--- src/rtl/seq_detector_param.sv ---
// Parametrised serial bit-sequence detector with a qualifying valid strobe,
// a saturating hit counter and exposed match progress (KMP-style automaton).
module seq_detector_param #(
  parameter int unsigned      LEN     = 3,
  parameter logic [LEN-1:0]   PATTERN = 3'b111,
  parameter bit               OVERLAP = 1'b1,
  parameter int unsigned      CNT_W   = 8,
  localparam int unsigned     SW      = $clog2(LEN) + 1
) (
  input  logic             clk,
  input  logic             clear,
  input  logic             in,
  input  logic             in_valid,
  output logic             out,
  output logic [SW-1:0]    state,
  output logic [CNT_W-1:0] count
);

  // One table entry per {state, in} pair; entries for unreachable states stay 0.
  localparam int unsigned NENT = 2 ** (SW + 1);

  // j-th bit on the line, j = 0 being the first bit (PATTERN[LEN-1]).
  function automatic logic pat_bit(int unsigned j);
    logic [LEN-1:0] sh;
    sh = PATTERN >> (LEN - 1 - j);
    return sh[0];
  endfunction

  // Longest prefix of PATTERN that is a suffix of (first s pattern bits, then b).
  function automatic int unsigned longest(int unsigned s, logic b);
    int unsigned best;
    int unsigned idx;
    logic        ok;
    logic        c;
    best = 0;
    for (int unsigned k = 1; k <= s + 1; k++) begin
      ok = 1'b1;
      for (int unsigned i = 0; i < k; i++) begin
        idx = s + 1 - k + i;
        c   = (idx == s) ? b : pat_bit(idx);
        if (c != pat_bit(i)) ok = 1'b0;
      end
      if (ok) best = k;
    end
    return best;
  endfunction

  function automatic int unsigned border();
    int unsigned best;
    logic        ok;
    best = 0;
    for (int unsigned k = 1; k < LEN; k++) begin
      ok = 1'b1;
      for (int unsigned i = 0; i < k; i++) begin
        if (pat_bit(LEN - k + i) != pat_bit(i)) ok = 1'b0;
      end
      if (ok) best = k;
    end
    return best;
  endfunction

  function automatic logic [NENT*SW-1:0] build_next();
    logic [NENT*SW-1:0] t;
    int unsigned        k;
    t = '0;
    for (int unsigned e = 0; e < NENT; e++) begin
      if ((e >> 1) < LEN) begin
        k = longest(e >> 1, ((e & 1) != 0));
        // A full match folds back to the border (overlap) or to the start.
        if (k == LEN) k = OVERLAP ? border() : 0;
        t[e*SW +: SW] = SW'(k);
      end
    end
    return t;
  endfunction

  localparam logic [NENT*SW-1:0] NEXT_TBL = build_next();

  logic [SW-1:0] nxt_tbl [NENT];

  for (genvar g = 0; g < NENT; g++) begin : g_tbl
    assign nxt_tbl[g] = NEXT_TBL[g*SW +: SW];
  end

  logic [SW-1:0]    state_q, state_d;
  logic [CNT_W-1:0] count_q, count_d;
  logic             out_q, out_d;
  logic             hit;

  assign hit = in_valid && (state_q == SW'(LEN - 1)) && (in == PATTERN[0]);

  always_comb begin
    state_d = state_q;
    count_d = count_q;
    out_d   = 1'b0;
    if (in_valid) begin
      state_d = nxt_tbl[{state_q, in}];
      if (hit) begin
        out_d = 1'b1;
        if (count_q != '1) count_d = count_q + CNT_W'(1);
      end
    end
  end

  always_ff @(posedge clk) begin
    if (clear) begin
      state_q <= '0;
      count_q <= '0;
      out_q   <= 1'b0;
    end else begin
      state_q <= state_d;
      count_q <= count_d;
      out_q   <= out_d;
    end
  end

  assign out   = out_q;
  assign state = state_q;
  assign count = count_q;

endmodule
--- config.mk ---
export PLATFORM = sky130hd
export DESIGN_NAME = seq_detector_param
export DESIGN_NICKNAME = d
export VERILOG_FILES = /design/src/rtl/seq_detector_param.sv
export SDC_FILE = /design/constraint.sdc
export NUM_CORES = 1
export LEC_CHECK = 0
export ABC_CLOCK_PERIOD_IN_PS = 1400
export CORE_AREA = 2 2 39 41
export CTS_CLUSTER_DIAMETER = 100
export DETAILED_ROUTE_END_ITERATION = 8
export DIE_AREA = 0 0 41 43
export GPL_ROUTABILITY_DRIVEN = 0
export PLACE_DENSITY = 0.71
export SLEW_MARGIN = 0
export SYNTH_ARGS = -nofsm -noshare
export SYNTH_HDL_FRONTEND = slang
export SYNTH_SLANG_ARGS = --single-unit
--- constraint.sdc ---
create_clock -name clk -period 1.4 [get_ports clk]
set_input_delay 0.21 -clock clk [delete_from_list [all_inputs] [get_ports clk]]
set_output_delay 0.21 -clock clk [all_outputs]
set_load 0.01 [all_outputs]
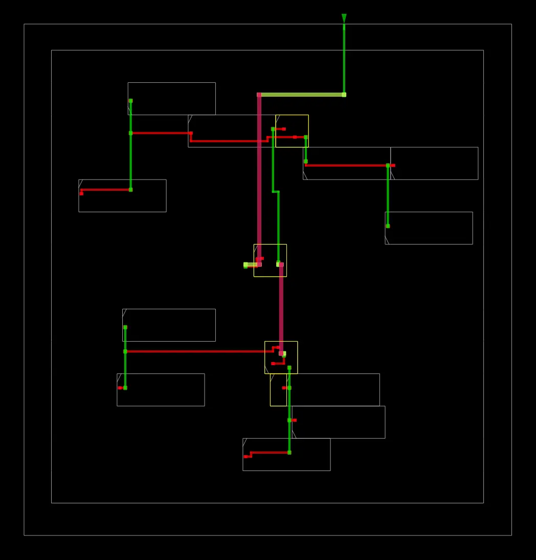
Run 1: clock routing
total CTS buffers: 3
number of sequential cells in the layout: 11
Max Clock Skew: 0.002942 ns
clk ins delay skew pair: 0.26 ns
Power Clock: 0.000204 W

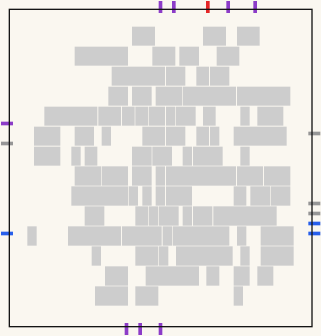
Run 1: pin map
Pins as bars across the die edge, other pins in gray.
| color | port | pins | direction | edge |
|---|---|---|---|---|
| blue | state | 3 | output | 2 east, 1 west |
| red | clk | 1 | input | north |
| purple | count | 8 | output | 4 north, 3 south, 1 west |
die span in y: 43 um
horizontal extent of the die: 41 um

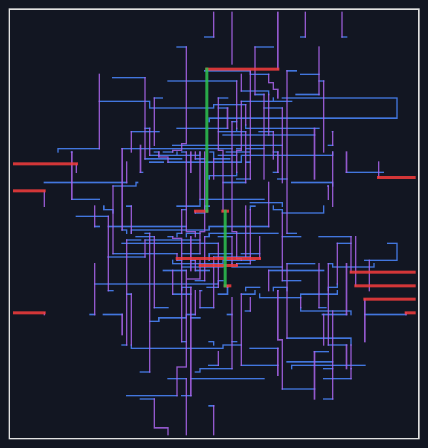
Run 1: routed metal, one color a layer
| color | layer | wire length |
|---|---|---|
| green | met4 | 21.8 um |
| blue | met1 | 511 um |
| red | met3 | 54.4 um |
| purple | met2 | 519 um |
detailed-route via count: 520
drt wl/cell: 10.95 um
total routing usage reported by global routing: 15.12%

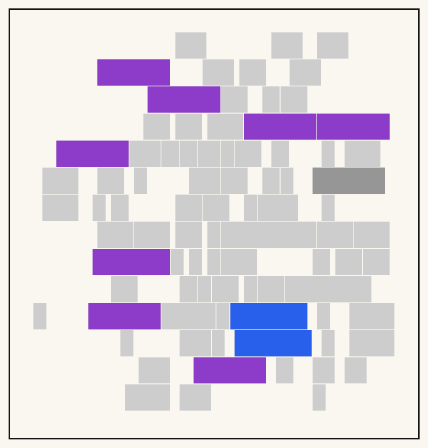
Run 1: sequential cells grouped by signal name
Other sequential cells in the stronger gray, the rest of the logic in the fainter gray.
| color | netlist name | flops |
|---|---|---|
| purple | count | 8 |
| blue | state | 2 |
not colored: 1
power of the sequential group: 0.000319 W
post-layout utilization of the core: 57.41%
share of the final layout cell area in sequential cells: 28.19%

run 1: layer usage:
layer  vias up  global-route usage (%)  routed length (um)
met3         4                   3.141                  54
met4         0                   8.000                  21
met2        16                   22.81                 518
met5         -                       0                   0
met1       241                   19.22                 510
li1        259                       -                   -
run 1: state kept, by name, indices dropped and copies added (netlist names):
| register | count |
|---|---|
| state | 2 |
| out | 1 |
| count | 8 |
run 1: cells in the final DEF (no fill, tap or decap), types with 2 or more instances in the layout:
master	n
clkbuf_4	3
o21ai_0	2
dfxtp_1	8
dlymetal6s2s_1	3
dfxtp_2	3
a21oi_1	6
a41o_1	2
nand2_1	3
dlygate4sd2_1	6
buf_4	10
clkdlybuf4s50_1	5
inv_1	4
nor2_1	11
run 1: kinds of logic (layout without fill, tap and decap cells):
family	Yosys count	count (layout)	synth area share, %
and+or+nand+nor	22	22	22.58
AOI/OAI and AO/OA	15	15	21.89
DFF	11	11	40.55
buffers and inverters	7	32	6.911
xor gates and xnor gates	2	2	3.226
adders and majority gates	1	1	2.304
other	1	1	0.6906
muxes	1	1	1.843
run 1: path summary, 6_finish.rpt:
check	end	slack [ns]	cells after the start
max reg2reg	count[1]	0.10	4
min	state[0]	0.51	2
min reg2reg	state[0]	0.51	2
max	count[7]	0.07	1
run 1: power groups by stage:
stage	logic [W]	registers [W]	clock network [W]
3_5_place_dp	0.0000411	0.000326	0
2_1_floorplan	0.0000169	0.000327	0
3_3_place_gp	0.0000404	0.000326	0
5_1_grt	0.0000444	0.000320	0.000237
4_1_cts	0.0000412	0.000319	0.000213
6_report	0.0000402	0.000319	0.000204
run 1: metrics by stage:
step                cells  setup slack (ns)  instance area [sq um]  util (%)  power [W]
global placement       97           -0.1191                  755.7     54.61  0.0003662
global route          101           0.01786                  794.5     57.41  0.0006012
finish                101           0.06873                  794.5     57.41  0.0005634
floorplan              60           0.05830                  543.0         -  0.0003437
CTS                   101          0.002978                  778.2     56.24  0.0005738
detailed placement     97           -0.1568                  755.7     54.61  0.0003671
run 1: worst register-to-register path, cell delays in order, from the launching register on:
cell and delay, ns:
dfxtp_1 0.34, and4_2 0.33, a41o_1 0.26, mux2i_1 0.21
nor2_1 0.05
run 1: area by class of cell:
cell class	instances	area [sq um]
inverters	4	15.01
flip-flops and latches	11	224.0
well taps	16	20.02
fillers	132	589.3
repair buffers	24	215.2
clock buffers	4	26.28
multi-input cells	42	294.0
==> notes.org, run 1 <==
* Flow results

** Run
- Tally of OpenROAD warnings :: 26
- MaxCap Viol Count :: 0

** Global routing
- Initial antenna violation count :: 0
- Entering global routing, the biggest net connects 9 pins.
- Gr ovfl total :: 0
- Number of global-route vias before repair :: between 400 and 500

** Synth
- Top cells by area :: dfxtp_1 (41%), nor2_1 (7.6%), a21oi_1 (5.5%)
- The post-synth count of flops with an enable pin is 0.
- Yosys chip area :: 543.0 sq um
- Cell Area, Synth :: about 540 sq um
- Commonest cells in the netlist :: dfxtp_1 (11), nor2_1 (11), a21oi_1 (6)
- Proportion of register bits with asynchronous set or reset after synthesis :: 0%
- Number of standard cells after synthesis :: 60
- Tally of unique sky130hd cells used after synthesis :: 28
- Cell type with the largest total area :: dfxtp_1
- Syn Nets :: 65

** Detailed routing
- DRC violation count after routing :: 0
- For this run, the detailed router reports a per-instance via density of approximately 5.1.
- For this run, the detailed router's first-pass iteration total came to 4.
- Routed Wire Length :: ~1100 um
- Post-route antenna net violation count :: 0

** Setup path
- Broken down by cell family, the worst path's largest delay share belongs to buffers and inverters.
- Among all stages on the critical path, the maximum delay recorded is 0.53 ns.
- Crit path from :: count[7]
- Kind of critical path :: reg -> out
- For the worst reg-to-reg path, the startpoint reported by OpenROAD is count[5].
- STA classifies the critical path startpoint as a register.
- Per the post-run analysis, buffers plus inverters along the critical path come to 1.
- Critical Path RT :: around 1.2 ns
- Signal arrival time at the worst endpoint :: roughly 1.1 ns
- The worst setup path is captured at a primary output.

** Placed design
- Half-perimeter wire length after detailed placement :: 869.5 um

** Final layout
- Antenna Diode Count :: 0
- The area growth from synthesis to layout is 46.31%.
- Layout cell share with drive strength beyond 1 :: between 20% and 30%

** Clocking
- Hold_buf cts :: 0
- TritonCTS built the clock tree.
- Clock slew at reported path FFs :: 0.06 ns

** Power
- In this run, the clock network consumes 36.2% of the power.
- Fraction of power consumed by combinational cells :: ~7%
- Of the total power, registers draw 56.6%.
- The worst VDD IR drop from the latest analysis is 0.3190 mV.
- Internal power comes to 0.0004487 W.
- Per the breakdown, switching nets consume 20.36% of all power.
- Total leakage power :: 0.4021 nW

** STA
- Max Clk Rate :: 0.7512 GHz
- For reference, the final report shows the hold violation count at 0.
- Ratio of final minimum period to clock period :: around 95%
- Final-layout setup total negative slack :: 0 ns
- Hold slack :: around 0.5 ns

** Hold path
- Critical hold path startpoint :: state[0]

** Floorplanning
- Overall die area :: between 0.0015 and 0.002 sq mm
- I/O pin cnt :: 16

** Run status
- The flow ran to the end, and the final reports show no timing, DRC or antenna violations.
## Run 2: what changed since run 1
--- a/config.mk
+++ b/config.mk
@@ -16,3 +16,4 @@
 export SYNTH_ARGS = -nofsm -noshare
 export SYNTH_HDL_FRONTEND = slang
 export SYNTH_SLANG_ARGS = --single-unit
+export TNS_END_PERCENT = 5
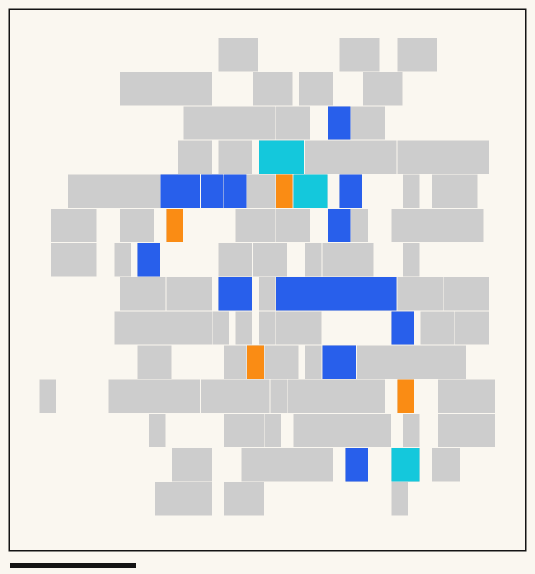
Run 2: gate-type map
Scale bar: 10 um.
| color | family | cells |
|---|---|---|
| cyan | AND and OR gates | 3 |
| blue | inverting AOI/OAI gates | 12 |
| orange | inverters | 4 |
proportion of cell area occupied by multi-input gates: 37.01%
count of placed standard cells in the final layout, fillers left out: 101

==> notes.org, run 2 <==
* Flow results

** Detailed routing
- The routed via count was 520 (unchanged).
- The post-detailed-routing wire length was 1106 um (unchanged).
- The remaining antenna violation count came to 0 (unchanged).
- DRC violation count after routing :: 0 (unchanged)
- The number of iterations in the first detailed-routing pass is 4 (unchanged).
- The number of vias per cell after detailed routing came to 5.149 (unchanged).
- The average wire length per cell after detail routing is 10.95 um (unchanged).

** Final layout
- Antenna Diode Count :: 0 (unchanged)
- The number of flip-flops under the largest register name was 8 (unchanged).
- The area of the multi-input gates was 294.0 sq um (unchanged).
- Register area :: 224.0 sq um (unchanged)
- The count of filler cells inserted in the layout is 132 (unchanged).
- Top Layout Cells :: nor2_1 (11), buf_4 (10), dfxtp_1 (8) (unchanged)
- Layout cell share with drive strength beyond 1 :: 25.88% (unchanged)
- Most frequent logic cell in the layout :: nor2_1 (unchanged)
- Layout-stage area growth over the synthesis result :: 46.31% (unchanged)

** Floorplanning
- Horizontal extent of the die :: 41 um (unchanged)
- Die span in y :: 43 um (unchanged)
- The die area is 0.001763 sq mm (unchanged).
- The number of rows in the core area is 14 (unchanged).
- The top-level port count came to 16 (unchanged).

** Synth
- Cell type with the largest total area :: dfxtp_1 (unchanged)
- The unique cell type count in the Yosys netlist is 28 (unchanged).
- Top cells by area :: dfxtp_1 (41%), nor2_1 (7.6%), a21oi_1 (5.5%) (unchanged)
- Commonest cells in the netlist :: dfxtp_1 (11), nor2_1 (11), a21oi_1 (6) (unchanged)
- Flip-flops with a built-in enable :: 0 (unchanged)
- Syn Nets :: 65 (unchanged)
- Proportion of register bits with asynchronous set or reset after synthesis :: 0% (unchanged)
- Yosys chip area :: 543.0 sq um (unchanged)
- The netlist area before placement came to 543.0 sq um (unchanged).
- Top cell type's share of synthesized area :: 40.55% (unchanged)
- Number of standard cells after synthesis :: 60 (unchanged)

** Global routing
- The final global-route overflow total is 0 (unchanged).
- Number of global-route vias before repair :: 459 (unchanged)
- The layer with the highest usage is met2 (unchanged).
- The global-route usage over all layers is 15.12% (unchanged).
- The number of antenna violations at the first check in global routing came to 0 (unchanged).
- Global routing met2 resource utilization :: 22.81% (unchanged)
- The met1 demand-to-capacity share in global routing came to 19.22% (unchanged).
- Pin count of the biggest net entering global routing :: 9 (unchanged)
- Met3 Usage GRT :: 3.141% (unchanged)

** Clocking
- The clock edge transition at the registers on the reported setup and hold paths came to 0.06 ns (about the same).
- Number of clock sinks :: 11 (unchanged)
- The worst-skew pair later-pin latency is 0.26 ns (about the same).
- Total CTS buffers :: 3 (unchanged)
- CTS tree :: done (unchanged)

** Power
- The post-route total power was 0.0005634 W (unchanged).
- The total leakage power came to 0.4021 nW (unchanged).
- Clock group share of total power :: 36.2% (about the same)
- Net switching share of the total power :: 20.36% (unchanged)
- Highest ir drop seen on vdd :: 0.3190 mV (unchanged)
- The power share of the combinational group was 7.1% (about the same).
- Power share of the sequential group :: 56.6% (about the same)
- The cell internal power dissipation was 0.0004487 W (unchanged).

** STA
- Final hold vios :: 0 (unchanged)
- Max Clock Skew :: 0.002942 ns (unchanged)
- The top achievable clock speed came to 0.7512 GHz (unchanged).
- The setup TNS was 0 ns (unchanged).
- The final worst setup slack came to 0.06873 ns (unchanged).

** Setup path
- Sum of buffers and inverters on the critical path :: 1 (unchanged)
- The maximum single-stage delay on the critical path was 0.53 ns (about the same).
- Critical Path RT :: 1.19 ns (about the same)
- Kind of critical path :: reg -> out (unchanged)
- Family with the most delay on the worst path :: buffers and inverters (unchanged)
- The sort of element at the end of the critical path is a primary output (unchanged).
- The category of the worst setup path launch point is a register (unchanged).
- Signal arrival time at the worst endpoint :: 1.12 ns (about the same)

** Placed design
- Worst setup slack after placement :: -0.1568 ns (unchanged)
- The placed wire-length estimate was 869.5 um (unchanged).

** Run
- The max capacitance violation total was 0 (unchanged).
- Tally of OpenROAD warnings :: 26 (unchanged)

** Run status
- Run status :: finished clean (unchanged)
run 2: final timing paths:
path / start / to / slack, ns / cells past startpoint
setup / recovery: count[7] / count[7] / 0.07 / 1
hold / removal: state[0] / state[0] / 0.51 / 2
setup reg to reg: count[5] / count[1] / 0.10 / 4
hold reg to reg: state[0] / state[0] / 0.51 / 2
run 2: per-layer routing:
| layer | share of wire (%) | vias up |
|---|---|---|
| met2 | 47 | 16 |
| met5 | 0 | - |
| met4 | 1.9 | 0 |
| met3 | 4.9 | 4 |
| li1 | - | 259 |
| met1 | 46 | 241 |
run 2: final cells by class:
| type | count | share of cell area, % |
|---|---|---|
| repair buffers | 24 | 27.09 |
| inverters | 4 | 1.890 |
| clock buffers | 4 | 3.307 |
| flip-flops and latches | 11 | 28.19 |
| multi-input cells | 42 | 37.01 |
| well taps | 16 | 2.520 |
run 2: power groups by stage:
stage                     clock [W]  combinational [W]  sequential [W]
after floorplan                   0          0.0000169        0.000327
after global placement            0          0.0000404        0.000326
after detailed placement          0          0.0000411        0.000326
after CTS                  0.000213          0.0000412        0.000319
after global routing       0.000237          0.0000444        0.000320
final                      0.000204          0.0000402        0.000319
run 2: logic make-up (layout without fill, tap and decap cells):
kind of cell	Yosys count	count (layout)	synth area share (%)
xor+xnor	2	2	3.226
flops	11	11	40.55
other cells	1	1	0.6906
fa+ha+maj	1	1	2.304
buf+inv	7	32	6.911
compound gates	15	15	21.89
simple gates	22	22	22.58
mux	1	1	1.843
run 2: per-stage QoR:
step | area (sq um) | instances | hold slack [ns] | util, %
after global placement | 755.7 | 97 | 0.5154 | 54.61
after detailed placement | 755.7 | 97 | 0.5292 | 54.61
after floorplan | 543.0 | 60 | 0.3576 | -
after global routing | 794.5 | 101 | 0.5524 | 57.41
final | 794.5 | 101 | 0.5052 | 57.41
after CTS | 778.2 | 101 | 0.5105 | 56.24
run 2: timing repair:
action,4_1_cts,5_1_grt
hold buffers,0,0
gates cloned,0,0
resized,9,6
setup endpoints to repair,9,5
Power is estimated from default activity; no workload was simulated.
